[src/rtl/mips_pkg.sv]
// Shared decode types for the ID/EX slice: ALU op codes, MIPS opcode and
// funct values, the control-bit bundle and the operand-B source select.
package mips_pkg;

  // ALU operation codes understood by the downstream 32-bit ALU.
  typedef enum logic [3:0] {
    ALU_AND = 4'd0,
    ALU_OR  = 4'd1,
    ALU_ADD = 4'd2,
    ALU_SLL = 4'd3,
    ALU_SRL = 4'd4,
    ALU_SUB = 4'd6,
    ALU_SLT = 4'd7,
    ALU_NOR = 4'd12
  } alu_op_t;

  // Primary opcodes (instr[31:26]).
  localparam logic [5:0] OP_RTYPE = 6'h00;
  localparam logic [5:0] OP_BEQ   = 6'h04;
  localparam logic [5:0] OP_ADDI  = 6'h08;
  localparam logic [5:0] OP_ADDIU = 6'h09;
  localparam logic [5:0] OP_SLTI  = 6'h0A;
  localparam logic [5:0] OP_ANDI  = 6'h0C;
  localparam logic [5:0] OP_ORI   = 6'h0D;
  localparam logic [5:0] OP_LW    = 6'h23;
  localparam logic [5:0] OP_SW    = 6'h2B;

  // R-type function codes (instr[5:0]).
  localparam logic [5:0] FN_SLL  = 6'h00;
  localparam logic [5:0] FN_SRL  = 6'h02;
  localparam logic [5:0] FN_ADD  = 6'h20;
  localparam logic [5:0] FN_ADDU = 6'h21;
  localparam logic [5:0] FN_SUB  = 6'h22;
  localparam logic [5:0] FN_SUBU = 6'h23;
  localparam logic [5:0] FN_AND  = 6'h24;
  localparam logic [5:0] FN_OR   = 6'h25;
  localparam logic [5:0] FN_NOR  = 6'h27;
  localparam logic [5:0] FN_SLT  = 6'h2A;

  // Control bits carried to the memory and writeback stages.
  typedef struct packed {
    logic reg_write;
    logic mem_read;
    logic mem_write;
    logic branch;
    logic illegal;
  } ctrl_t;

  localparam ctrl_t CTRL_NONE    = '{reg_write: 1'b0, mem_read: 1'b0, mem_write: 1'b0, branch: 1'b0, illegal: 1'b0};
  localparam ctrl_t CTRL_ILLEGAL = '{reg_write: 1'b0, mem_read: 1'b0, mem_write: 1'b0, branch: 1'b0, illegal: 1'b1};
  localparam ctrl_t CTRL_WRITE   = '{reg_write: 1'b1, mem_read: 1'b0, mem_write: 1'b0, branch: 1'b0, illegal: 1'b0};
  localparam ctrl_t CTRL_LOAD    = '{reg_write: 1'b1, mem_read: 1'b1, mem_write: 1'b0, branch: 1'b0, illegal: 1'b0};
  localparam ctrl_t CTRL_STORE   = '{reg_write: 1'b0, mem_read: 1'b0, mem_write: 1'b1, branch: 1'b0, illegal: 1'b0};
  localparam ctrl_t CTRL_BRANCH  = '{reg_write: 1'b0, mem_read: 1'b0, mem_write: 1'b0, branch: 1'b1, illegal: 1'b0};

  // Where operand B comes from.
  typedef enum logic [1:0] {
    B_RT    = 2'd0,
    B_SEXT  = 2'd1,
    B_ZEXT  = 2'd2,
    B_SHAMT = 2'd3
  } bsel_t;

  // Sign-extend a 16-bit immediate to 32 bits.
  function automatic logic [31:0] sext16(input logic [15:0] v);
    return {{16{v[15]}}, v};
  endfunction

endpackage

[src/rtl/alu_ctrl_dec.sv]
// Purely combinational instruction decoder: opcode/funct -> ALU op, control
// bits, operand-B source, operand-A source (rt for shifts) and destination
// field select (rd for R-type, rt otherwise).
module alu_ctrl_dec
  import mips_pkg::*;
(
  input  logic [5:0] opcode,
  input  logic [5:0] funct,
  output alu_op_t    alu_op,
  output ctrl_t      ctrl,
  output bsel_t      b_sel,
  output logic       a_from_rt,
  output logic       dst_is_rd
);

  // Decode table; anything not matched stays illegal with alu_op = AND.
  always_comb begin
    alu_op    = ALU_AND;
    ctrl      = CTRL_ILLEGAL;
    b_sel     = B_RT;
    a_from_rt = 1'b0;
    dst_is_rd = 1'b0;
    case (opcode)
      OP_RTYPE: begin
        dst_is_rd = 1'b1;
        case (funct)
          FN_ADD, FN_ADDU: begin
            alu_op = ALU_ADD;
            ctrl   = CTRL_WRITE;
          end
          FN_SUB, FN_SUBU: begin
            alu_op = ALU_SUB;
            ctrl   = CTRL_WRITE;
          end
          FN_AND: begin
            alu_op = ALU_AND;
            ctrl   = CTRL_WRITE;
          end
          FN_OR: begin
            alu_op = ALU_OR;
            ctrl   = CTRL_WRITE;
          end
          FN_NOR: begin
            alu_op = ALU_NOR;
            ctrl   = CTRL_WRITE;
          end
          FN_SLT: begin
            alu_op = ALU_SLT;
            ctrl   = CTRL_WRITE;
          end
          FN_SLL: begin
            alu_op    = ALU_SLL;
            ctrl      = CTRL_WRITE;
            a_from_rt = 1'b1;
            b_sel     = B_SHAMT;
          end
          FN_SRL: begin
            alu_op    = ALU_SRL;
            ctrl      = CTRL_WRITE;
            a_from_rt = 1'b1;
            b_sel     = B_SHAMT;
          end
          default: begin
            alu_op = ALU_AND;
            ctrl   = CTRL_ILLEGAL;
          end
        endcase
      end
      OP_ADDI, OP_ADDIU: begin
        alu_op = ALU_ADD;
        ctrl   = CTRL_WRITE;
        b_sel  = B_SEXT;
      end
      OP_SLTI: begin
        alu_op = ALU_SLT;
        ctrl   = CTRL_WRITE;
        b_sel  = B_SEXT;
      end
      OP_ANDI: begin
        alu_op = ALU_AND;
        ctrl   = CTRL_WRITE;
        b_sel  = B_ZEXT;
      end
      OP_ORI: begin
        alu_op = ALU_OR;
        ctrl   = CTRL_WRITE;
        b_sel  = B_ZEXT;
      end
      OP_LW: begin
        alu_op = ALU_ADD;
        ctrl   = CTRL_LOAD;
        b_sel  = B_SEXT;
      end
      OP_SW: begin
        alu_op = ALU_ADD;
        ctrl   = CTRL_STORE;
        b_sel  = B_SEXT;
      end
      OP_BEQ: begin
        alu_op = ALU_SUB;
        ctrl   = CTRL_BRANCH;
        b_sel  = B_RT;
      end
      default: begin
        alu_op = ALU_AND;
        ctrl   = CTRL_ILLEGAL;
      end
    endcase
  end

endmodule

[src/rtl/id_ex_stage.sv]
// Registered decode-to-execute pipeline stage feeding the 32-bit ALU.
// Produces ALU operands/op code and MEM/WB control bits one cycle after the
// instruction is presented; supports stall (hold) and flush (bubble).
// Optional build macro ID_EX_FORWARD_EN adds fwd_valid/fwd_addr/fwd_data
// ports that bypass writeback data onto rs/rt before registering.
module id_ex_stage
  import mips_pkg::*;
#(
  parameter int          XLEN     = 32,
  parameter logic [31:0] RESET_PC = 32'h0000_0000
) (
  input  logic            clk,
  input  logic            rst_n,
  input  logic            in_valid,
  input  logic [31:0]     instr,
  input  logic [XLEN-1:0] pc_plus4,
  input  logic [XLEN-1:0] rs_data,
  input  logic [XLEN-1:0] rt_data,
  input  logic            stall,
  input  logic            flush,
`ifdef ID_EX_FORWARD_EN
  input  logic            fwd_valid,
  input  logic [4:0]      fwd_addr,
  input  logic [XLEN-1:0] fwd_data,
`endif
  output logic            out_valid,
  output logic [XLEN-1:0] alu_a,
  output logic [XLEN-1:0] alu_b,
  output logic [3:0]      alu_op,
  output logic [XLEN-1:0] rt_store,
  output logic [4:0]      wr_addr,
  output logic            reg_write,
  output logic            mem_read,
  output logic            mem_write,
  output logic            branch,
  output logic [XLEN-1:0] branch_target,
  output logic            illegal
);

  // Instruction fields.
  logic [5:0]  opcode;
  logic [4:0]  rt_field;
  logic [4:0]  rd_field;
  logic [4:0]  shamt;
  logic [5:0]  funct;
  logic [15:0] imm;

  assign opcode   = instr[31:26];
  assign rt_field = instr[20:16];
  assign rd_field = instr[15:11];
  assign shamt    = instr[10:6];
  assign funct    = instr[5:0];
  assign imm      = instr[15:0];

  // Register operands after optional bypass.
  logic [XLEN-1:0] rs_eff;
  logic [XLEN-1:0] rt_eff;

`ifdef ID_EX_FORWARD_EN
  logic [4:0] rs_field;
  assign rs_field = instr[25:21];
  // Register 0 is never forwarded: it always reads as whatever the file gives.
  assign rs_eff = (fwd_valid && (fwd_addr != 5'd0) && (fwd_addr == rs_field)) ? fwd_data : rs_data;
  assign rt_eff = (fwd_valid && (fwd_addr != 5'd0) && (fwd_addr == rt_field)) ? fwd_data : rt_data;
`else
  // The rs field only matters for bypass matching.
  logic unused_rs_field;
  assign unused_rs_field = ^instr[25:21];
  assign rs_eff = rs_data;
  assign rt_eff = rt_data;
`endif

  // Decoder outputs.
  alu_op_t dec_op;
  ctrl_t   dec_ctrl;
  bsel_t   dec_bsel;
  logic    dec_a_rt;
  logic    dec_dst_rd;

  alu_ctrl_dec u_dec (
    .opcode    (opcode),
    .funct     (funct),
    .alu_op    (dec_op),
    .ctrl      (dec_ctrl),
    .b_sel     (dec_bsel),
    .a_from_rt (dec_a_rt),
    .dst_is_rd (dec_dst_rd)
  );

  // Values to be captured on a load edge.
  logic [XLEN-1:0] a_next;
  logic [XLEN-1:0] b_next;
  logic [4:0]      wr_next;
  ctrl_t           ctrl_next;
  logic [XLEN-1:0] bt_next;

  // Operand muxing, destination select and $0 write suppression.
  always_comb begin
    a_next    = dec_a_rt ? rt_eff : rs_eff;
    b_next    = rt_eff;
    wr_next   = dec_dst_rd ? rd_field : rt_field;
    ctrl_next = dec_ctrl;
    case (dec_bsel)
      B_RT:    b_next = rt_eff;
      B_SEXT:  b_next = sext16(imm);
      B_ZEXT:  b_next = {16'h0000, imm};
      B_SHAMT: b_next = {27'd0, shamt};
      default: b_next = rt_eff;
    endcase
    if (wr_next == 5'd0) begin
      ctrl_next.reg_write = 1'b0;
    end
    // Wraps modulo 2^32 by construction of the 32-bit add.
    bt_next = pc_plus4 + (sext16(imm) << 2);
  end

  // Pipeline registers.
  logic            valid_reg;
  logic [XLEN-1:0] a_reg;
  logic [XLEN-1:0] b_reg;
  alu_op_t         op_reg;
  logic [XLEN-1:0] rt_store_reg;
  logic [4:0]      wr_reg;
  ctrl_t           ctrl_reg;
  logic [XLEN-1:0] bt_reg;

  // Stage register update: reset > flush > stall > load (bubble if !in_valid).
  always_ff @(posedge clk) begin
    if (!rst_n) begin
      valid_reg    <= 1'b0;
      a_reg        <= '0;
      b_reg        <= '0;
      op_reg       <= ALU_AND;
      rt_store_reg <= '0;
      wr_reg       <= 5'd0;
      ctrl_reg     <= CTRL_NONE;
      bt_reg       <= RESET_PC;
    end else if (flush) begin
      // Squash only the control bits; the data fields keep their old value.
      valid_reg <= 1'b0;
      ctrl_reg  <= CTRL_NONE;
    end else if (!stall) begin
      valid_reg    <= in_valid;
      ctrl_reg     <= in_valid ? ctrl_next : CTRL_NONE;
      a_reg        <= a_next;
      b_reg        <= b_next;
      op_reg       <= dec_op;
      rt_store_reg <= rt_eff;
      wr_reg       <= wr_next;
      bt_reg       <= bt_next;
    end
  end

  assign out_valid     = valid_reg;
  assign alu_a         = a_reg;
  assign alu_b         = b_reg;
  assign alu_op        = op_reg;
  assign rt_store      = rt_store_reg;
  assign wr_addr       = wr_reg;
  assign reg_write     = ctrl_reg.reg_write;
  assign mem_read      = ctrl_reg.mem_read;
  assign mem_write     = ctrl_reg.mem_write;
  assign branch        = ctrl_reg.branch;
  assign illegal       = ctrl_reg.illegal;
  assign branch_target = bt_reg;

endmodule

[config.mk]
export PLATFORM = sky130hd
export DESIGN_NAME = id_ex_stage
export DESIGN_NICKNAME = d
export VERILOG_FILES = /design/src/rtl/mips_pkg.sv /design/src/rtl/alu_ctrl_dec.sv /design/src/rtl/id_ex_stage.sv
export SDC_FILE = /design/constraint.sdc
export NUM_CORES = 1
export LEC_CHECK = 0
export CORE_ASPECT_RATIO = 0.9
export CORE_MARGIN = 1.5
export CORE_UTILIZATION = 49
export CTS_CLUSTER_SIZE = 40
export DETAILED_ROUTE_END_ITERATION = 7
export GPL_TIMING_DRIVEN = 0
export PLACE_DENSITY = 0.88
export SLEW_MARGIN = 0
export SYNTH_ARGS = -nofsm -noshare
export SYNTH_HDL_FRONTEND = slang
export SYNTH_SLANG_ARGS = --single-unit
[constraint.sdc]
create_clock -name clk -period 4.3 [get_ports clk]
set_input_delay 0.86 -clock clk [delete_from_list [all_inputs] [get_ports clk]]
set_output_delay 0.86 -clock clk [all_outputs]
set_load 0.02 [all_outputs]
run_1/io_fan.png
Scale bar: 50 µm.
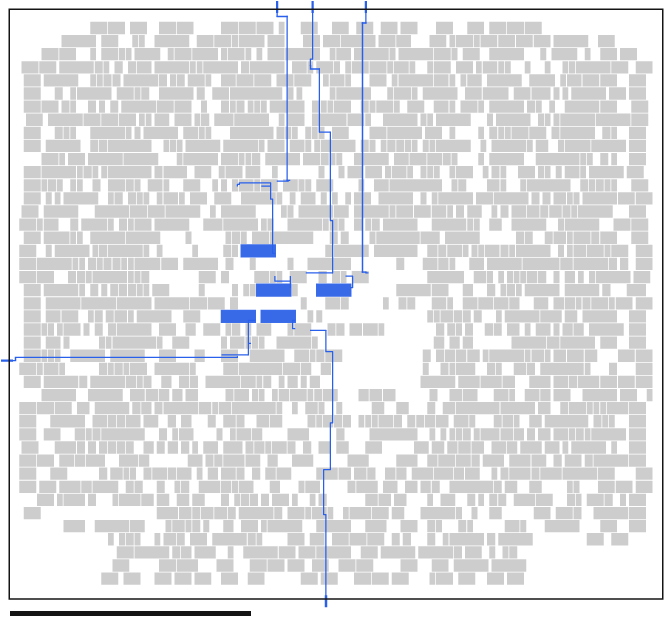
colour	port	direction	edge	end cells	buffers	wire
blue	wr_addr	output	3 north, 1 south, 1 west	5	5	324 µm

run_1/power_grid.png
Scale bar: 50 µm. Pins as bars on the die edge. Tap cells in grey.
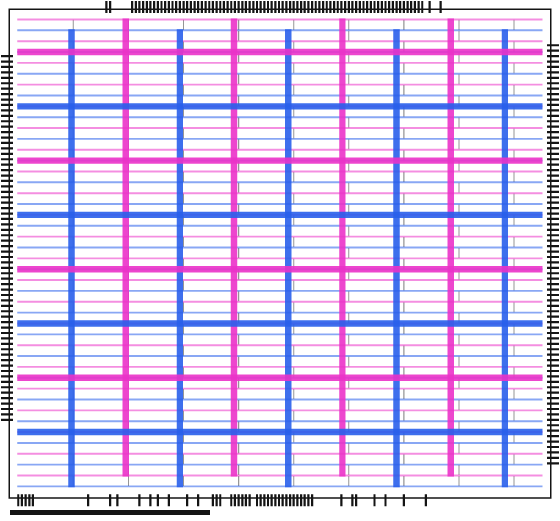
colour	net
magenta	VDD
blue	VSS
tap cells	202
met5 straps	8

run_1/placement_by_type.png
Fill, decap, tap and diode cells in grey.
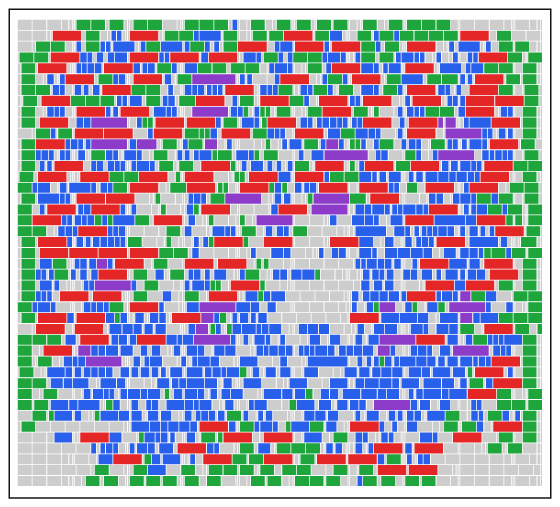
colour	class	cells
red	flops	143
blue	combinational and other logic	779
purple	clock drivers and dummy loads	32
green	other buffers and delay cells	337
placeable core region: 0.0154 mm²
proportion of cell area occupied by registers: 25.5%
std cell rows: 43
final standard cell utilization of the core: 72.9%
cell area after layout: 0.0112 mm²

run_1/placement.png
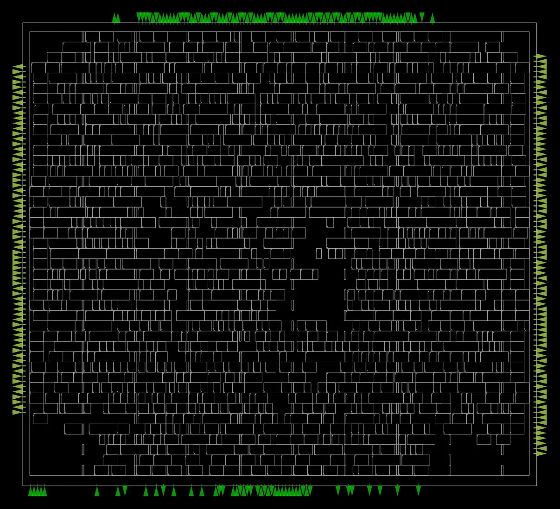
number of inserted filler cells in the final layout: 1215
number of tap instances: 202

run 1: area by class of cell:
type | instances | area, µm² | share of cell area [%]
buffer | 72 | 329 | 2.93
clock buffer | 19 | 443 | 3.95
clock inverter | 13 | 155 | 1.38
inverter | 11 | 41.3 | 0.368
multi-input combinational | 768 | 4480 | 40.0
sequential | 143 | 2860 | 25.5
tap | 202 | 253 | 2.25
timing repair buffer | 265 | 2650 | 23.6
run 1: worst min-delay path, delay by kind of cell, from the launching register on:
family / cells / cell delay, ns
DFF: 1 / 0.31
and+or+nand+nor: 1 / 0.05
AOI/OAI and AO/OA: 1 / 0.05
run 1: per-stage QoR:
| step | hold slack, ns | instances | area (µm²) | utilization (%) | total power, µW |
|---|---|---|---|---|---|
| after global placement | 0.439 | 1461 | 10600 | 69.0 | 2390 |
| after CTS | 0.451 | 1493 | 11200 | 72.9 | 3890 |
| after global routing | 0.473 | 1493 | 11200 | 72.9 | 4030 |
| final | 0.451 | 1493 | 11200 | 72.9 | 3910 |
| after floorplan | 0.526 | 994 | 7720 | - | 1970 |
| after detailed placement | 0.442 | 1461 | 10600 | 69.0 | 2400 |
run 1: power breakdown:
group / total (µW) / leakage (µW) / internal, µW / switching (µW)
Combinational: 941 / 0.00279 / 419 / 523
Clock: 1510 / 0.000283 / 882 / 629
Sequential: 1460 / 0.00117 / 1410 / 48.0
run 1: logic make-up after synthesis:
family	Yosys count	share of synthesized area [%]
fa+ha+maj	30	4.96
mux	5	0.665
buf+inv	83	4.80
simple gates	426	24.5
compound gates	294	26.5
flops	143	37.1
xor+xnor	13	1.48
run 1: metal layers:
layer	share of wire [%]	global-route usage [%]	vias up	routed length (µm)
met5	0	0	-	0
met4	3.7	15.7	0	1090
met3	11	8.49	87	3200
met2	46	56.8	577	13500
met1	39	44.2	4228	11500
li1	-	-	4141	-
==> impl_metrics.json, run 1 <==
{
  "clk_path_buf_depth": 2,
  "timing.setup.critical_path_class": "in2reg",
  "yosys_warnings": 0,
  "fraction_of_layout_cells_with_a_size_suffix_above_1_pct": 6.35,
  "final_critical_path_share_of_the_clock_period_pct": 85.5,
  "post-place-ws_ns": 0.273,
  "synth-edff-count": 0,
  "hold_path_startpoint": "branch_target[21]$_SDFFE_PN0P_",
  "die_outline_width_um": 135,
  "openroad.warnings": 31,
  "layout_top_cells": "265 x clkdlybuf4s50_1, 204 x nand2_1, 143 x dfxtp_1, 105 x nor2_1, 104 x a21oi_1",
  "synth_largest_type_area_fraction_pct": 37.1,
  "floorplan.die.height_um": 122,
  "synthCells": 994,
  "max_stage_delay_ns": 1.04,
  "synth_flops": 143,
  "area_delta_synth_final_pct": 45.4,
  "finalWorstPathRequiredPeriod_ns": 3.68,
  "firstDrtPassIters": 6,
  "crit_path_cell_trace": "clkdlybuf4s50_1 -> ha_1 -> buf_2 -> a21o_1 -> a31oi_1 -> o21ai_1 -> a21oi_1 -> o21ai_0 -> or3_1 -> nand3_1",
  "io_buffers": 265,
  "most_frequent_logic_cell_in_the_layout": "clkdlybuf4s50_1",
  "postRouteAntennaNets": 0,
  "timing.final.hold_violations": 0,
  "worstReg2RegEnd": "alu_a[31]$_SDFFE_PN0P_",
  "antenna_found_initial": 0,
  "timing.critical_path.max_delay_family": "buffers and inverters",
  "yosys.stat.chipArea_mm2": 0.00772,
  "worstMarginPinSlew_ns": 0.877,
  "yosys-top-cells-count": "204 x nand2_1, 143 x dfxtp_1, 105 x nor2_1",
  "post-route-drc-count": 0,
  "avgSynthCellArea_um2": 7.76,
  "finalSetupViolCount": 0,
  "crit_path_end": "branch_target[30]$_SDFFE_PN0P_",
  "first_global_vias": 8249,
  "layout.nets": 1441,
  "ir_worst_vdd_v": 0.000340,
  "finalWorstSetupSlack_ns": 0.621,
  "worst_setup_hold_path_clk_slew_ns": 0.06,
  "postSynth.topFlopCell": "dfxtp_1",
  "n_antenna_cell": 0,
  "cp-end-kind": "register",
  "critical_path_required_ns": 4.67,
  "grt_start_max_net_pins": 20,
  "globalplace.congestion": 0.898,
  "ys_async_sr_fraction_pct": 0,
  "detail_route.wirelength_mm": 29.3,
  "htree_levels": 4,
  "critical_path.reg2reg.startpoint": "alu_a[31]$_SDFFE_PN0P_",
  "rsz0062_at_grt": "no",
  "synthMostInstantiatedCell": "nand2_1",
  "routed_via_density": 6.05,
  "critPathLaunch": "instr[15]",
  "slew_headroom_pct": 41.3,
  "fin_worst_skew_ns": 0,
  "floorplan.core_util_pct": 50.1,
  "tritoncts": "yes",
  "timing.setup.tns_ns": 0,
  "worst_setup_path_start_kind": "primary input",
  "critPathSlowestCell": "clkdlybuf4s50_1",
  "first_iter_violations": 910,
  "gr-usage-all-layers_pct": 35.0,
  "gr-total-overflow": 0,
  "worst_r2r_path_depth": 2,
  "cap_viol_max_count": 0,
  "holdPathStages": 2,
  "synthesis.area_mm2": 0.00772,
  "cts_buffers": 17,
  "wl_per_cell_um": 19.6,
  "dp_hpwl_mm": 21.8,
  "floorplan.nets": 1157,
  "status": "finished clean",
  "timing.fmax_mhz": 272,
  "synth_area_leader": "dfxtp_1",
  "ys_cells": 994,
  "insertion_delay_ns": 0.43,
  "path_max_fanout": 19,
  "grt_first_pass_wirelength_mm": 44.3,
  "seq_area_frac_synth_pct": 37.1,
  "timing.critical_path.buf_inv": 2,
  "finalMaxSlewViolations": 0,
  "arrival_time_of_data_at_the_critical_path_endpoint_ns": 4.05,
  "cts.repair.resized": 0,
  "post_cts_hold_buffer_count": 0,
  "cts_num_sinks": 143,
  "power.leakage_uw": 0.00424,
  "yosys.cell_types.count": 74,
  "topCellsByArea": "dfxtp_1 37%, nand2_1 9.9%, a21oi_1 6.7%, nor2_1 5.1%, ha_1 4.7%",
  "worst_hold_path.endpoint": "branch_target[21]$_SDFFE_PN0P_",
  "post_cts.repair.setup_buffers": 0
}
==> run 1 -> run 2 <==
==> constraint.sdc (replaced) <==
create_clock -name clk -period 4.3 [get_ports clk]
set_input_delay 0.645 -clock clk [delete_from_list [all_inputs] [get_ports clk]]
set_output_delay 0.645 -clock clk [all_outputs]
set_load 0.02 [all_outputs]
==> impl_metrics.json, run 2 <==
{
  "finalMaxSlewViolations": 0,
  "holdPathStages": 2,
  "final_critical_path_share_of_the_clock_period_pct": 80.5,
  "worst_setup_path_start_kind": "primary input",
  "timing.final.hold_violations": 0,
  "clockNetworkPower_uw": 1510,
  "clk_path_buf_depth": 2,
  "arrival_time_of_data_at_the_critical_path_endpoint_ns": 3.83,
  "final_cells": 1493,
  "htree_levels": 4,
  "power.switching_uw": 1200,
  "die_outline_width_um": 135,
  "clkPwrFrac_pct": 38.7,
  "synth_largest_type_area_fraction_pct": 37.1,
  "cp-end-kind": "register",
  "number_of_inserted_filler_cells_in_the_final_layout": 1215,
  "post-route-cell-area_mm2": 0.0112,
  "area_delta_synth_final_pct": 45.4,
  "finalWorstPathRequiredPeriod_ns": 3.46,
  "cts_num_sinks": 143,
  "yosys.stat.chipArea_mm2": 0.00772,
  "worstReg2RegEnd": "alu_a[31]$_SDFFE_PN0P_",
  "finalWorstSetupSlack_ns": 0.836,
  "overall_power_of_the_completed_layout_uw": 3910,
  "numPlacedInstances": 1461,
  "core_mm2": 0.0154,
  "insertion_delay_ns": 0.43,
  "status": "finished clean",
  "timing.setup.tns_ns": 0,
  "slew_headroom_pct": 41.3,
  "floorplan.rows": 43,
  "first_global_vias": 8249,
  "fin_worst_skew_ns": 0,
  "seq_area_frac_synth_pct": 37.1,
  "fraction_of_layout_cells_with_a_size_suffix_above_1_pct": 6.35,
  "part_of_the_total_power_dissipated_in_combinational_logic_pct": 24.1,
  "post-route-drc-count": 0,
  "ys_async_sr_fraction_pct": 0,
  "timing.fmax_mhz": 289,
  "worst_setup_hold_path_clk_slew_ns": 0.06,
  "firstDrtPassIters": 6,
  "path_max_fanout": 19,
  "floorplan.nets": 1157,
  "yosys-top-cells-count": "204 x nand2_1, 143 x dfxtp_1, 105 x nor2_1",
  "floorplan.core_util_pct": 50.1,
  "post-place-ws_ns": 0.488,
  "cts_buffers": 17,
  "layout.nets": 1441,
  "post_cts_hold_buffer_count": 0,
  "synth-edff-count": 0,
  "internal_power_uw": 2710,
  "routed_via_density": 6.05,
  "power.switching_fraction_pct": 30.7,
  "cts.repair.resized": 0,
  "hold_slack_ns": 0.451,
  "n_antenna_cell": 0,
  "gr-total-overflow": 0,
  "yosys_warnings": 0,
  "cap_viol_max_count": 0,
  "timing.setup.critical_path_class": "in2reg",
  "placed_cell_areas_mm2": 0.0106,
  "part_of_the_power_in_registers_pct": 37.2,
  "power_attributed_to_combinational_cells_uw": 941,
  "hold_path_startpoint": "branch_target[21]$_SDFFE_PN0P_",
  "comb_area_mm2": 0.00448,
  "layout_top_cells": "265 x clkdlybuf4s50_1, 204 x nand2_1, 143 x dfxtp_1, 105 x nor2_1, 104 x a21oi_1",
  "worstMarginPinSlew_ns": 0.877,
  "dp_hpwl_mm": 21.8,
  "wl_per_cell_um": 19.6,
  "synth_flops": 143,
  "critical_path_required_ns": 4.67,
  "avgSynthCellArea_um2": 7.76,
  "topCellsByArea": "dfxtp_1 37%, nand2_1 9.9%, a21oi_1 6.7%, nor2_1 5.1%, ha_1 4.7%",
  "seq_cell_power_uw": 1460,
  "postSynth.topFlopCell": "dfxtp_1",
  "ir_worst_vdd_v": 0.000340,
  "detail_route.wirelength_mm": 29.3,
  "synthCells": 994,
  "postRouteAntennaNets": 0,
  "synthMostInstantiatedCell": "nand2_1",
  "worst_hold_path.endpoint": "branch_target[21]$_SDFFE_PN0P_",
  "first_iter_violations": 910,
  "utilization_pct": 72.9,
  "ys_cells": 994,
  "post_cts.repair.setup_buffers": 0,
  "final-seq-area_mm2": 0.00286,
  "rsz0062_at_grt": "no"
}
## run 2: cell counts after synthesis
Identical to the previous run, type by type.
## run 2: critical path: stages
cell and delay (ns):
clkdlybuf4s50_1 1.04, ha_1 0.36, buf_2 0.17, a21o_1 0.18
a31oi_1 0.28, o21ai_1 0.11, a21oi_1 0.29, o21ai_0 0.26
or3_1 0.41, nand3_1 0.09
## run 2: logic make-up after synthesis
logic type,after synthesis,synth area share [%]
xor gates and xnor gates,13,1.48
AOI/OAI and AO/OA,294,26.5
muxes,5,0.665
buffers and inverters,83,4.80
and+or+nand+nor,426,24.5
adders and majority gates,30,4.96
DFF,143,37.1
## run 2: worst max path at each step
stage / from / endpoint / slack, ns / depth (start not counted)
floorplan: instr[0] / branch_target[18]$_SDFFE_PN0P_ / 1.62 / 9
global placement: instr[15] / branch_target[24]$_SDFFE_PN0P_ / 0.44 / 10
detailed placement: instr[15] / branch_target[24]$_SDFFE_PN0P_ / 0.49 / 10
CTS: instr[15] / branch_target[31]$_SDFFE_PN0P_ / 0.91 / 11
global route: instr[15] / branch_target[24]$_SDFFE_PN0P_ / 0.60 / 10
finish: instr[15] / branch_target[30]$_SDFFE_PN0P_ / 0.84 / 10
## run 2: layer usage
layer	vias to the layer above	track usage, %	part of all wire, %	wire length, µm
li1	4141	-	-	-
met1	4228	44.2	39	11500
met2	577	56.8	46	13500
met3	87	8.49	11	3200
met4	0	15.7	3.7	1090
met5	-	0	0	0
## run 2: area by class of cell
class	instances	share of cell area (%)
Sequential cell	143	25.5
Tap cell	202	2.25
Timing Repair Buffer	265	23.6
Clock inverter	13	1.38
Clock buffer	19	3.95
Inverter	11	0.368
Buffer	72	2.93
Multi-Input combinational cell	768	40.0
run_2/power_grid.png
Scale bar: 50 µm. Pins as bars on the die edge. Tap cells in grey.
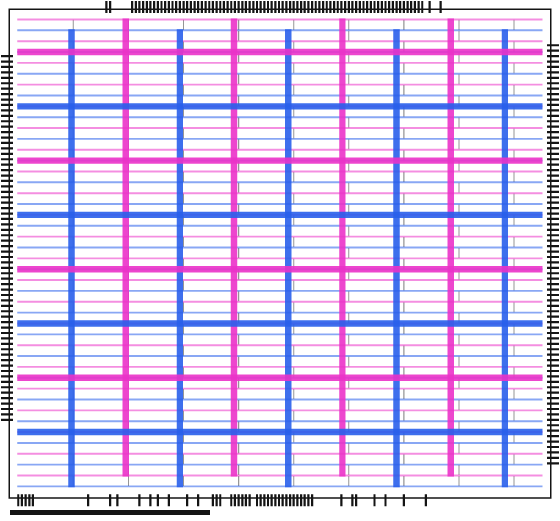
colour	net
magenta	VDD
blue	VSS
met5 straps	8
met1 rails	44
rows	43
met4 straps	9

run_2/io_fan.png
Scale bar: 50 µm.
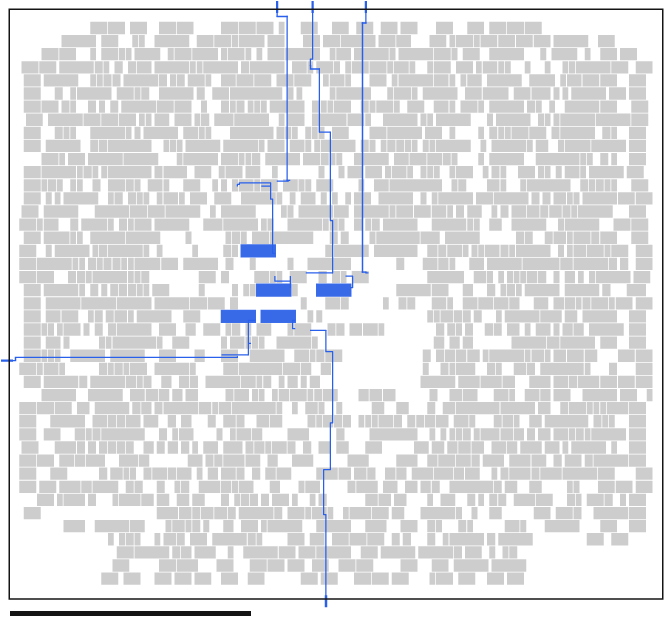
colour	port	direction	edge	end cells	buffers	wire
blue	wr_addr	output	3 north, 1 south, 1 west	5	5	324 µm
number of I/O port buffers: 265
io pins: 276

Power and IR drop assume default switching activity.
